### config.mk
export PLATFORM = sky130hd
export DESIGN_NAME = button_conditioner
export DESIGN_NICKNAME = d
export VERILOG_FILES = /design/src/rtl/button_conditioner.sv
export SDC_FILE = /design/constraint.sdc
export NUM_CORES = 1
export LEC_CHECK = 0
export CAP_MARGIN = 10
export CORE_MARGIN = 2
export CORE_UTILIZATION = 55
export CTS_CLUSTER_DIAMETER = 80
export DETAILED_ROUTE_END_ITERATION = 16
export GPL_TIMING_DRIVEN = 0
export PLACE_DENSITY_LB_ADDON = 0.2
export SYNTH_ARGS = -nofsm -noshare
export SYNTH_HDL_FRONTEND = slang
export SYNTH_SLANG_ARGS = --single-unit
### constraint.sdc
create_clock -name clk -period 8.7 [get_ports clk]
set_clock_uncertainty 0.2 [all_clocks]
set_input_delay 1.74 -clock clk [delete_from_list [all_inputs] [get_ports clk]]
set_output_delay 1.74 -clock clk [all_outputs]
set_load 0.05 [all_outputs]
### src/rtl/button_conditioner.sv
// Per-button synchroniser, debouncer and edge/long-press detector.
// Every channel is an identical, independent copy of the same pipeline.
module button_conditioner #(
    parameter int N_BTN           = 3,
    parameter int DEBOUNCE_CYCLES = 1_000_000,
    parameter int LONG_CYCLES     = 100_000_000
) (
    input  logic             clk,
    input  logic             reset,
    input  logic [N_BTN-1:0] btn_in,
    output logic [N_BTN-1:0] btn_level,
    output logic [N_BTN-1:0] btn_press,
    output logic [N_BTN-1:0] btn_release,
    output logic [N_BTN-1:0] btn_long
);

    localparam int DCNT_W = (DEBOUNCE_CYCLES > 1) ? $clog2(DEBOUNCE_CYCLES) : 1;
    localparam int HCNT_W = $clog2(LONG_CYCLES) + 1;
    localparam logic [DCNT_W-1:0] DCNT_MAX = DCNT_W'(DEBOUNCE_CYCLES - 1);
    localparam logic [HCNT_W-1:0] HCNT_MAX = HCNT_W'(LONG_CYCLES - 1);

    genvar g;
    generate
        for (g = 0; g < N_BTN; g++) begin : g_chan
            logic              r_s1;
            logic              r_s2;
            logic              r_lvl;
            logic              r_press;
            logic              r_release;
            logic              r_long;
            logic              r_long_done;
            logic [DCNT_W-1:0] r_dcnt;
            logic [HCNT_W-1:0] r_hcnt;
            logic              w_flip;

            // The level flips only after DEBOUNCE_CYCLES consecutive disagreeing samples.
            assign w_flip = (r_s2 != r_lvl) && (r_dcnt == DCNT_MAX);

            always_ff @(posedge clk or posedge reset) begin
                if (reset) begin
                    r_s1      <= 1'b0;
                    r_s2      <= 1'b0;
                    r_lvl     <= 1'b0;
                    r_dcnt    <= '0;
                    r_press   <= 1'b0;
                    r_release <= 1'b0;
                end else begin
                    r_s1      <= btn_in[g];
                    r_s2      <= r_s1;
                    r_press   <= w_flip & r_s2;
                    r_release <= w_flip & ~r_s2;
                    if (r_s2 == r_lvl) begin
                        r_dcnt <= '0;
                    end else if (w_flip) begin
                        r_lvl  <= r_s2;
                        r_dcnt <= '0;
                    end else begin
                        r_dcnt <= r_dcnt + 1'b1;
                    end
                end
            end

            // Hold counter stops at its terminal value, so one press gives at most one long pulse.
            always_ff @(posedge clk or posedge reset) begin
                if (reset) begin
                    r_hcnt      <= '0;
                    r_long      <= 1'b0;
                    r_long_done <= 1'b0;
                end else begin
                    r_long <= 1'b0;
                    if (!r_lvl) begin
                        r_hcnt      <= '0;
                        r_long_done <= 1'b0;
                    end else if (!r_long_done) begin
                        if (r_hcnt == HCNT_MAX) begin
                            r_long      <= 1'b1;
                            r_long_done <= 1'b1;
                        end else begin
                            r_hcnt <= r_hcnt + 1'b1;
                        end
                    end
                end
            end

            assign btn_level[g]   = r_lvl;
            assign btn_press[g]   = r_press;
            assign btn_release[g] = r_release;
            assign btn_long[g]    = r_long;
        end
    endgenerate

endmodule

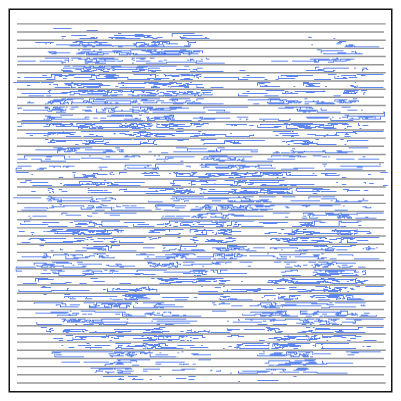
met1.png
(3 px per µm) Supply wires on this layer in grey.
nets with wire on the layer	871
main direction	horizontal

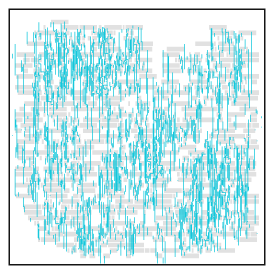
met2.png
(2 px per µm) Cells faint in the background.
wire length on this layer	7640 µm
nets with wire on the layer	752
longest straight run	33.1 µm
Detailed Route WL: 16540 µm
vias: 6496

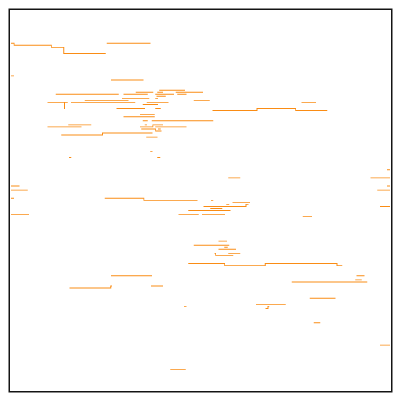
met3.png
(3 px per µm)
wire length on this layer	659 µm
main direction	horizontal

==> impl_metrics.py <==
# Physical implementation metrics
metrics = {
    "final_layout": {
        "final_util_pct": 63.77,
        "diodes": 0,
        "flops": 165,
        "fin_cells": 1118,
        "final_common_cell": "dfrtp_1",
        "largest-register": "g_chan.r_hcnt",
        "fin_area_um2": 9339,
        "bufAreaShareNonClock_pct": 4.394,
        "signal_buffers": 59,
        "nNonClkInverters": 24,
        "finalNetCount": 932,
        "area_delta_synth_final_pct": 12.19,
        "largest_register_ffs": 84,
        "sh_comb_area_pct": 41.57,
        "clkbuf_count": 24,
        "largestClassByArea": "sequential cells",
        "seq_share_pct": 44.21,
        "comb_cells": 654,
        "layout-drive-gt1-share_pct": 7.388,
        "combGateArea_um2": 3882,
        "reg.largest.list": "g_chan.r_hcnt: 84 flops, g_chan.r_dcnt: 60 flops",
    },
    "outcome": {
        "outcome": "complete, no violations",
    },
    "pwr": {
        "clkPwrFrac_pct": 48.0,
        "ir_drop_uv": 135.8,
        "cellLeakagePower_uw": 0.003691,
        "pg_seq_uw": 776,
        "power.density_nw_per_um2": 166.1,
        "power.group.top": "sequential cells",
        "p_comb_share_pct": 2.0,
        "p_sw_uw": 319.1,
        "pg_clk_uw": 744,
        "power.internal_uw": 1232,
        "power_combinational_uw": 31.1,
        "p_seq_share_pct": 50.0,
    },
    "sta": {
        "rsz0062_at_grt": "no",
        "finalCriticalPeriod_ns": 3.868,
        "post-route-period-util_pct": 44.46,
        "max_slew.worst_pin.slew_ns": 1.117,
        "max_freq_mhz": 258.5,
        "drv_slew": 0,
        "worst_slack_ns": 4.832,
        "finalSetupTns_ns": 0,
        "finalHoldViolations": 0,
    },
    "worst_hold_path": {
        "min_path_cells": 0,
        "worstHoldEndpoint": "g_chan[2].r_s2",
    },
    "setup_path": {
        "crit_start": "g_chan[1].r_lvl",
        "worstReg2RegStart": "g_chan[2].r_hcnt[0]",
        "r2r_end": "g_chan[2].r_hcnt[0]",
        "cp.depth": 2,
        "cp-start-kind": "flip-flop",
        "r2r_cells": 9,
        "rrSetupSlack_ns": 6.00,
        "critPathArrivalTime_ns": 1.93,
        "max_stage_delay_ns": 0.78,
        "path_delay_family": "buffers and inverters",
        "path_cells": "buf_4 -> clkdlybuf4s50_1",
        "cp_slowest_cell": "clkdlybuf4s50_1",
        "critical_path.max_fanout": 8,
        "critPathRequiredTime_ns": 6.76,
        "end_kind": "output port",
        "crit_end": "btn_level[1]",
    },
    "synth": {
        "syn-cell-area_um2": 8324,
        "ff_type": "dfrtp_1",
        "synth-edff-count": 0,
        "aoi_share_pct": 7.756,
        "top_area_share_pct": 49.60,
        "top_area_cell": "dfrtp_1",
        "ys_cells": 885,
        "ys_async_sr_fraction_pct": 100.0,
        "common_cells": "dfrtp_1 (165), nor2_1 (115), nand2_1 (79)",
        "numSynthFlops": 165,
        "synth_cell_types": 53,
        "top_cell": "dfrtp_1",
        "ys_top_logic_family": "simple AND/OR/NAND/NOR gates",
        "ys_sh_simple_pct": 28.33,
        "postSynthCellCount": 885,
        "yosys_warnings": 0,
    },
    "placed_design": {
        "placed_cell_area_um2": 8750,
        "gp_congestion": 0.8764,
        "dp_slack_ns": 5.271,
        "dp_cells": 1086,
    },
    "clocking": {
        "post_cts_resized": 0,
        "postCtsSetupRepairBufs": 0,
        "cts.path.max_buffers": 2,
        "htree_levels": 4,
        "cts.sinks": 165,
        "worstSkewPairLatency_ns": 0.42,
        "clockRootBuffer": "clkbuf_16",
    },
    "grt": {
        "grt_pass1_wl_um": 29300,
        "antenna_found_initial": 0,
        "grt_busiest_layer": "met2",
        "met3_usage_pct": 4.648,
        "met1_usage_pct": 30.95,
        "first_global_vias": 6252,
    },
    "floorplanning": {
        "die_h_um": 127.0,
        "chipArea_um2": 16140,
        "die_x_um": 127.0,
        "ioPinCount": 17,
        "tap-cell-count": 184,
        "fp-utilization_pct": 56.84,
    },
    "detailed_routing": {
        "ant_nets": 0,
        "drc": 0,
        "via_per_inst": 5.810,
        "wl_met3_um": 658,
        "drt_iter0_drc": 596,
        "routedLengthMet1_um": 8058,
        "met2_length_um": 7642,
    },
    "run": {
        "max_cap_violations": 0,
    },
}
Power is estimated from default activity; no workload was simulated.
